`src/rtl/id_ex_stage_if.sv`:
```
// ID/EX stage bus: decoded ID-side fields in, registered EX-side fields and
// the hazard stall out. The stage itself is the slave; whatever sits upstream
// (IF/ID register + decoder) and downstream (EX) together act as master.
//
// Handshake: there is no valid/ready pair here. 'stall' is a combinational
// hold request back to PC and IF/ID for the current cycle, and 'redirect_ok'
// is its complement, used to gate pcsrc/jump. An EX entry with every control
// bit at 0 and ex_writereg=0 is a bubble.
interface id_ex_stage_if #(
    parameter int DW = 32
);
    // ID side
    logic [31:0]   id_instr;
    logic [DW-1:0] id_pcplus4;
    logic [DW-1:0] id_rd1;
    logic [DW-1:0] id_rd2;
    logic [DW-1:0] id_imm;
    logic          id_regwrite;
    logic          id_memtoreg;
    logic          id_memwrite;
    logic          id_alusrc;
    logic          id_regdst;
    logic          id_jump;
    logic [2:0]    id_alucontrol;

    // Hazard control back to the front end
    logic          stall;
    logic          redirect_ok;

    // EX side
    logic          ex_regwrite;
    logic          ex_memtoreg;
    logic          ex_memwrite;
    logic          ex_alusrc;
    logic          ex_jump;
    logic [2:0]    ex_alucontrol;
    logic [DW-1:0] ex_rd1;
    logic [DW-1:0] ex_rd2;
    logic [DW-1:0] ex_imm;
    logic [DW-1:0] ex_pcplus4;
    logic [4:0]    ex_rs;
    logic [4:0]    ex_rt;
    logic [4:0]    ex_writereg;

    modport master (
        output id_instr, id_pcplus4, id_rd1, id_rd2, id_imm,
        output id_regwrite, id_memtoreg, id_memwrite, id_alusrc, id_regdst, id_jump,
        output id_alucontrol,
        input  stall, redirect_ok,
        input  ex_regwrite, ex_memtoreg, ex_memwrite, ex_alusrc, ex_jump, ex_alucontrol,
        input  ex_rd1, ex_rd2, ex_imm, ex_pcplus4, ex_rs, ex_rt, ex_writereg
    );

    modport slave (
        input  id_instr, id_pcplus4, id_rd1, id_rd2, id_imm,
        input  id_regwrite, id_memtoreg, id_memwrite, id_alusrc, id_regdst, id_jump,
        input  id_alucontrol,
        output stall, redirect_ok,
        output ex_regwrite, ex_memtoreg, ex_memwrite, ex_alusrc, ex_jump, ex_alucontrol,
        output ex_rd1, ex_rd2, ex_imm, ex_pcplus4, ex_rs, ex_rt, ex_writereg
    );
endinterface

```
`src/rtl/id_ex_stage.sv`:
```
// ID/EX pipeline register with load-use and branch/jr-use hazard detection.
// A hazard loads one bubble into EX and holds the front end for that cycle;
// mem_busy freezes EX entirely. Two saturating counters track hazard stalls
// and inserted bubbles.
module id_ex_stage #(
    parameter int DW    = 32,
    parameter int CNT_W = 16
) (
    input  logic             clk,
    input  logic             reset,
    id_ex_stage_if.slave     bus,
    input  logic             mem_busy,
    input  logic             cnt_clr,
    output logic [CNT_W-1:0] stall_cnt,
    output logic [CNT_W-1:0] bubble_cnt
);
    localparam logic [5:0] OP_RTYPE = 6'b000000;
    localparam logic [5:0] OP_J     = 6'b000010;
    localparam logic [5:0] OP_JAL   = 6'b000011;
    localparam logic [5:0] OP_BEQ   = 6'b000100;
    localparam logic [5:0] OP_BNE   = 6'b000101;
    localparam logic [5:0] OP_LUI   = 6'b001111;
    localparam logic [5:0] OP_SW    = 6'b101011;
    localparam logic [5:0] FN_JR    = 6'b001000;

    typedef struct packed {
        logic          regwrite;
        logic          memtoreg;
        logic          memwrite;
        logic          alusrc;
        logic          jump;
        logic [2:0]    alucontrol;
        logic [DW-1:0] rd1;
        logic [DW-1:0] rd2;
        logic [DW-1:0] imm;
        logic [DW-1:0] pcplus4;
        logic [4:0]    rs;
        logic [4:0]    rt;
        logic [4:0]    writereg;
    } ex_t;

    ex_t              ex_q, ex_d;
    logic [CNT_W-1:0] stall_cnt_q, stall_cnt_d;
    logic [CNT_W-1:0] bubble_cnt_q, bubble_cnt_d;

    logic [5:0] op;
    logic [5:0] funct;
    logic [4:0] rs;
    logic [4:0] rt;
    logic [4:0] rd;
    logic [4:0] dest;
    logic       uses_rs;
    logic       uses_rt;
    logic       src_match;
    logic       is_branch;
    logic       ex_writes;
    logic       load_use;
    logic       br_use;
    logic       hazard;
    logic       bubble_load;

    // Shamt field is never looked at by this stage.
    logic unused_shamt;
    assign unused_shamt = ^bus.id_instr[10:6];

    // Decode the ID instruction and detect hazards against the current EX entry.
    always_comb begin
        op    = bus.id_instr[31:26];
        rs    = bus.id_instr[25:21];
        rt    = bus.id_instr[20:16];
        rd    = bus.id_instr[15:11];
        funct = bus.id_instr[5:0];

        // jal always links into $31, regardless of regdst.
        if (op == OP_JAL) begin
            dest = 5'd31;
        end else if (bus.id_regdst) begin
            dest = rd;
        end else begin
            dest = rt;
        end

        uses_rs   = !((op == OP_J) || (op == OP_JAL) || (op == OP_LUI));
        uses_rt   = (op == OP_RTYPE) || (op == OP_BEQ) || (op == OP_BNE) || (op == OP_SW);
        src_match = (uses_rs && (ex_q.writereg == rs)) || (uses_rt && (ex_q.writereg == rt));
        is_branch = (op == OP_BEQ) || (op == OP_BNE) || ((op == OP_RTYPE) && (funct == FN_JR));

        // A write to $0 is discarded, so it never creates a dependency.
        ex_writes = ex_q.regwrite && (ex_q.writereg != 5'd0);
        load_use  = ex_writes && ex_q.memtoreg && src_match;
        br_use    = ex_writes && is_branch && src_match;
        hazard    = load_use || br_use;

        // mem_busy outranks the hazard: nothing moves, the hazard is seen again next cycle.
        bubble_load = hazard && !mem_busy;
    end

    // Select the next EX entry: hold, bubble or capture.
    always_comb begin
        ex_d = ex_q;
        if (!mem_busy) begin
            if (hazard) begin
                ex_d = '0;
            end else begin
                ex_d.regwrite   = bus.id_regwrite;
                ex_d.memtoreg   = bus.id_memtoreg;
                ex_d.memwrite   = bus.id_memwrite;
                ex_d.alusrc     = bus.id_alusrc;
                ex_d.jump       = bus.id_jump;
                ex_d.alucontrol = bus.id_alucontrol;
                ex_d.rd1        = bus.id_rd1;
                ex_d.rd2        = bus.id_rd2;
                ex_d.imm        = bus.id_imm;
                ex_d.pcplus4    = bus.id_pcplus4;
                ex_d.rs         = rs;
                ex_d.rt         = rt;
                ex_d.writereg   = dest;
            end
        end
    end

    // Saturating performance counters; clear takes priority over counting.
    always_comb begin
        stall_cnt_d  = stall_cnt_q;
        bubble_cnt_d = bubble_cnt_q;
        if (cnt_clr) begin
            stall_cnt_d  = '0;
            bubble_cnt_d = '0;
        end else begin
            if (hazard && !mem_busy && (stall_cnt_q != '1)) begin
                stall_cnt_d = stall_cnt_q + CNT_W'(1);
            end
            if (bubble_load && (bubble_cnt_q != '1)) begin
                bubble_cnt_d = bubble_cnt_q + CNT_W'(1);
            end
        end
    end

    // EX register and counter state.
    always_ff @(posedge clk or posedge reset) begin
        if (reset) begin
            ex_q         <= '0;
            stall_cnt_q  <= '0;
            bubble_cnt_q <= '0;
        end else begin
            ex_q         <= ex_d;
            stall_cnt_q  <= stall_cnt_d;
            bubble_cnt_q <= bubble_cnt_d;
        end
    end

    assign bus.stall         = hazard || mem_busy;
    assign bus.redirect_ok   = !(hazard || mem_busy);

    assign bus.ex_regwrite   = ex_q.regwrite;
    assign bus.ex_memtoreg   = ex_q.memtoreg;
    assign bus.ex_memwrite   = ex_q.memwrite;
    assign bus.ex_alusrc     = ex_q.alusrc;
    assign bus.ex_jump       = ex_q.jump;
    assign bus.ex_alucontrol = ex_q.alucontrol;
    assign bus.ex_rd1        = ex_q.rd1;
    assign bus.ex_rd2        = ex_q.rd2;
    assign bus.ex_imm        = ex_q.imm;
    assign bus.ex_pcplus4    = ex_q.pcplus4;
    assign bus.ex_rs         = ex_q.rs;
    assign bus.ex_rt         = ex_q.rt;
    assign bus.ex_writereg   = ex_q.writereg;

    assign stall_cnt  = stall_cnt_q;
    assign bubble_cnt = bubble_cnt_q;
endmodule
```
`src/flat_wrapper.sv`:
```
// flat-port wrapper written by rule: the top's interface ports become plain ports
module id_ex_stage_flat 
#(
    parameter int DW    = 32,
    parameter int CNT_W = 16
)
  (clk, reset, mem_busy, cnt_clr, stall_cnt, bubble_cnt, bus_id_instr, bus_id_pcplus4, bus_id_rd1, bus_id_rd2, bus_id_imm, bus_id_regwrite, bus_id_memtoreg, bus_id_memwrite, bus_id_alusrc, bus_id_regdst, bus_id_jump, bus_id_alucontrol, bus_stall, bus_redirect_ok, bus_ex_regwrite, bus_ex_memtoreg, bus_ex_memwrite, bus_ex_alusrc, bus_ex_jump, bus_ex_alucontrol, bus_ex_rd1, bus_ex_rd2, bus_ex_imm, bus_ex_pcplus4, bus_ex_rs, bus_ex_rt, bus_ex_writereg);
  id_ex_stage_if #(.DW(DW)) bus_i ();
  input  logic clk;
  input  logic reset;
  input  logic mem_busy;
  input  logic cnt_clr;
  output logic [CNT_W-1:0] stall_cnt;
  output logic [CNT_W-1:0] bubble_cnt;
  input wire logic [$bits(bus_i.id_instr)-1:0] bus_id_instr;
  input wire logic [$bits(bus_i.id_pcplus4)-1:0] bus_id_pcplus4;
  input wire logic [$bits(bus_i.id_rd1)-1:0] bus_id_rd1;
  input wire logic [$bits(bus_i.id_rd2)-1:0] bus_id_rd2;
  input wire logic [$bits(bus_i.id_imm)-1:0] bus_id_imm;
  input wire logic [$bits(bus_i.id_regwrite)-1:0] bus_id_regwrite;
  input wire logic [$bits(bus_i.id_memtoreg)-1:0] bus_id_memtoreg;
  input wire logic [$bits(bus_i.id_memwrite)-1:0] bus_id_memwrite;
  input wire logic [$bits(bus_i.id_alusrc)-1:0] bus_id_alusrc;
  input wire logic [$bits(bus_i.id_regdst)-1:0] bus_id_regdst;
  input wire logic [$bits(bus_i.id_jump)-1:0] bus_id_jump;
  input wire logic [$bits(bus_i.id_alucontrol)-1:0] bus_id_alucontrol;
  output wire logic [$bits(bus_i.stall)-1:0] bus_stall;
  output wire logic [$bits(bus_i.redirect_ok)-1:0] bus_redirect_ok;
  output wire logic [$bits(bus_i.ex_regwrite)-1:0] bus_ex_regwrite;
  output wire logic [$bits(bus_i.ex_memtoreg)-1:0] bus_ex_memtoreg;
  output wire logic [$bits(bus_i.ex_memwrite)-1:0] bus_ex_memwrite;
  output wire logic [$bits(bus_i.ex_alusrc)-1:0] bus_ex_alusrc;
  output wire logic [$bits(bus_i.ex_jump)-1:0] bus_ex_jump;
  output wire logic [$bits(bus_i.ex_alucontrol)-1:0] bus_ex_alucontrol;
  output wire logic [$bits(bus_i.ex_rd1)-1:0] bus_ex_rd1;
  output wire logic [$bits(bus_i.ex_rd2)-1:0] bus_ex_rd2;
  output wire logic [$bits(bus_i.ex_imm)-1:0] bus_ex_imm;
  output wire logic [$bits(bus_i.ex_pcplus4)-1:0] bus_ex_pcplus4;
  output wire logic [$bits(bus_i.ex_rs)-1:0] bus_ex_rs;
  output wire logic [$bits(bus_i.ex_rt)-1:0] bus_ex_rt;
  output wire logic [$bits(bus_i.ex_writereg)-1:0] bus_ex_writereg;
  assign bus_i.id_instr = bus_id_instr;
  assign bus_i.id_pcplus4 = bus_id_pcplus4;
  assign bus_i.id_rd1 = bus_id_rd1;
  assign bus_i.id_rd2 = bus_id_rd2;
  assign bus_i.id_imm = bus_id_imm;
  assign bus_i.id_regwrite = bus_id_regwrite;
  assign bus_i.id_memtoreg = bus_id_memtoreg;
  assign bus_i.id_memwrite = bus_id_memwrite;
  assign bus_i.id_alusrc = bus_id_alusrc;
  assign bus_i.id_regdst = bus_id_regdst;
  assign bus_i.id_jump = bus_id_jump;
  assign bus_i.id_alucontrol = bus_id_alucontrol;
  assign bus_stall = bus_i.stall;
  assign bus_redirect_ok = bus_i.redirect_ok;
  assign bus_ex_regwrite = bus_i.ex_regwrite;
  assign bus_ex_memtoreg = bus_i.ex_memtoreg;
  assign bus_ex_memwrite = bus_i.ex_memwrite;
  assign bus_ex_alusrc = bus_i.ex_alusrc;
  assign bus_ex_jump = bus_i.ex_jump;
  assign bus_ex_alucontrol = bus_i.ex_alucontrol;
  assign bus_ex_rd1 = bus_i.ex_rd1;
  assign bus_ex_rd2 = bus_i.ex_rd2;
  assign bus_ex_imm = bus_i.ex_imm;
  assign bus_ex_pcplus4 = bus_i.ex_pcplus4;
  assign bus_ex_rs = bus_i.ex_rs;
  assign bus_ex_rt = bus_i.ex_rt;
  assign bus_ex_writereg = bus_i.ex_writereg;
  id_ex_stage #(.DW(DW), .CNT_W(CNT_W)) u_core (.clk(clk), .reset(reset), .bus(bus_i), .mem_busy(mem_busy), .cnt_clr(cnt_clr), .stall_cnt(stall_cnt), .bubble_cnt(bubble_cnt));
endmodule
```
`config.mk`:
```
export PLATFORM = sky130hd
export DESIGN_NAME = id_ex_stage_flat
export DESIGN_NICKNAME = d
export VERILOG_FILES = /design/src/rtl/id_ex_stage_if.sv /design/src/rtl/id_ex_stage.sv /design/src/flat_wrapper.sv
export SDC_FILE = /design/constraint.sdc
export NUM_CORES = 1
export LEC_CHECK = 0
export CORE_AREA = 2 2 138 140
export CTS_CLUSTER_DIAMETER = 60
export CTS_CLUSTER_SIZE = 14
export DETAILED_ROUTE_END_ITERATION = 6
export DIE_AREA = 0 0 140 142
export PLACE_DENSITY = 0.79
export SETUP_SLACK_MARGIN = 0.02
export SLEW_MARGIN = 20
export SYNTH_ARGS = -nofsm -noshare
export SYNTH_HDL_FRONTEND = slang
export SYNTH_SLANG_ARGS = --single-unit
```
`constraint.sdc`:
```
create_clock -name clk -period 11.1 [get_ports clk]
set_clock_uncertainty 0.15 [all_clocks]
set_input_delay 1.11 -clock clk [delete_from_list [all_inputs] [get_ports clk]]
set_output_delay 1.11 -clock clk [all_outputs]
set_load 0.03 [all_outputs]
```
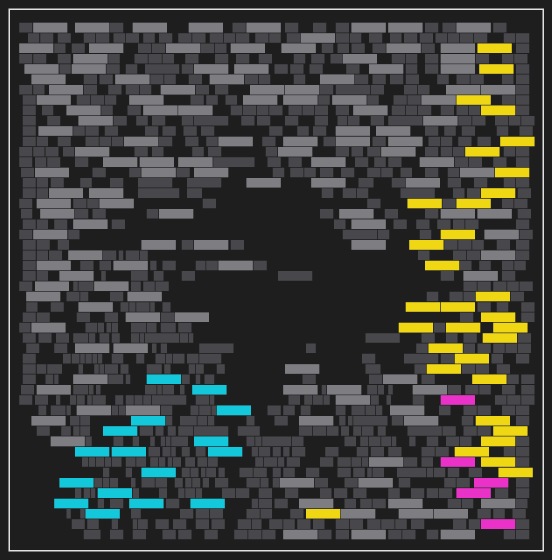
ff_map.png
- u_core.bubble_cnt: cyan (placed flops 16; where south-west)
- u_core.bus.ex_rs: magenta (placed flops 5; where south-east)
- u_core.bus.ex_rd1: yellow (placed flops 32; where a vertical strip on the right)

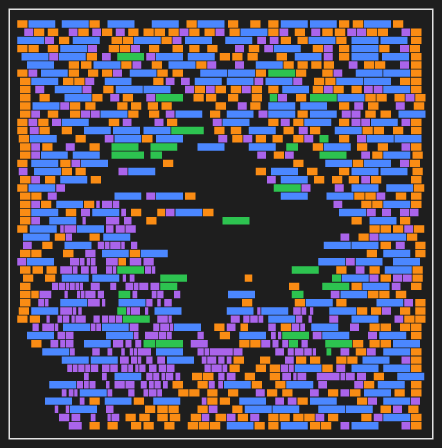
class_map.png
- remaining buffers and delay cells: orange (cells 356; share of their area 31%)
- clock drivers and dummy loads: green (cells 31; share of their area 5.3%)
- registers: blue (cells 183; share of their area 40%)
- remaining logic cells: purple (cells 365; share of their area 24%)

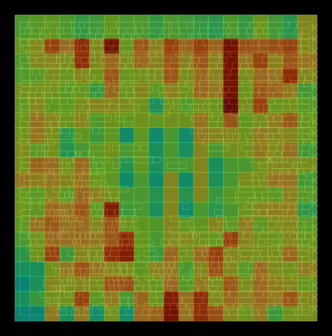
congestion_map.png
routing usage on met3: 7.402%
final core area utilization: 63.72%
GR Util met1: 29.31%

==> flow_summary_export.csv <==
group,metric,value,unit
logic_synthesis,yosys-top-cells-count,"sky130_fd_sc_hd__dfrtp_1, sky130_fd_sc_hd__a22o_1, sky130_fd_sc_hd__clkbuf_1",
timing,timing_max_transition_violations_final,0,
status,failed_checks,"design-rule violations",
detailed_routing,route.detailed.drc,26,
floorplan,core_area,0.01846,mm2
power,max-vdd-ir-drop,0.09823,mV
status,run_status,"finished, violations left",
cells_and_area,mostFrequentLayoutCells,"sky130_fd_sc_hd__clkdlybuf4s50_1, sky130_fd_sc_hd__dfrtp_1, sky130_fd_sc_hd__a22o_1, sky130_fd_sc_hd__nor2_1, sky130_fd_sc_hd__a21oi_1",
hold_path,hold-path-cell-count,1,
global_route,grt_busiest_layer,"met2",
cells_and_area,inv_count,9,
logic_synthesis,synth.yosys.chip_area,0.007506,mm2
logic_synthesis,yosys_cells,592,
power,power.net_switching,0.5150,mW
logic_synthesis,asr_flop_ratio_synth,100.0,%
cells_and_area,buffers,356,
global_route,grt_max_degree,109,
logic_synthesis,topCellsByArea,"sky130_fd_sc_hd__dfrtp_1, sky130_fd_sc_hd__a22o_1, sky130_fd_sc_hd__a21oi_1",
detailed_routing,avgRoutedWirePerCell,19.49,um
hold_path,worstHoldPathType,"reg2reg",
power,total_power,1.754,mW
logic_synthesis,ys_sh_simple,9.668,%
logic_synthesis,post_synth_num_cell_types,56,
detailed_routing,viasPerCell,5.417,
worst_setup_path,worst-path-max-fanout,67,
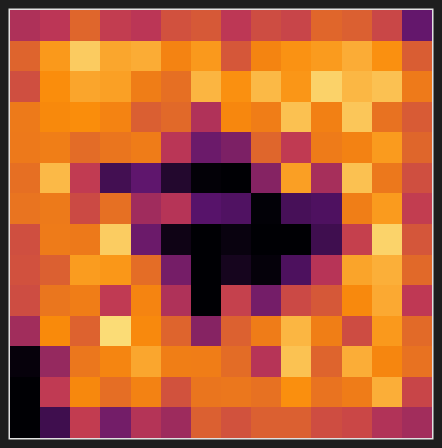
util_map.png
14 x 14 tiles, from black (low) to pale yellow (high), 0 to 100% covered.
- nearly empty tiles: 6.1%
- mean over tiles: 58%
- emptiest ninth of the die: center

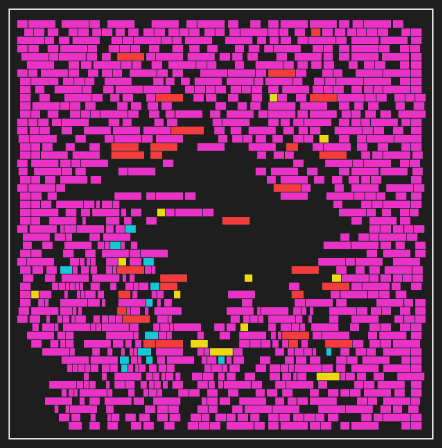
sizing.png
- x2: cyan (cells 13)
- x6 and larger: red (cells 28)
- x3 and x4: yellow (cells 12)
- x1 and smaller: magenta (cells 882)

## state kept, by name, summed over array words and instances (netlist names), 3 cells and up
name / cells
u_core.bus.ex_imm: 32
u_core.bus.ex_pcplus4: 32
u_core.bus.ex_rd1: 32
u_core.bus.ex_rd2: 32
u_core.bubble_cnt: 16
u_core.stall_cnt: 16
u_core.bus.ex_rs: 5
u_core.bus.ex_rt: 5
u_core.bus.ex_writereg: 5
u_core.bus.ex_alucontrol: 3
## stage by stage
step           worst slack [ns]  instance area, um2  std cells  utilization, %
2_1_floorplan             4.868                7506        592               -
3_3_place_gp              5.600               11150       1138           60.44
3_5_place_dp              5.572               11150       1138           60.44
4_1_cts                   5.573               11760       1169           63.72
5_1_grt                   5.383               11760       1169           63.72
6_report                  5.593               11760       1169           63.72
Power is estimated from default activity; no workload was simulated.
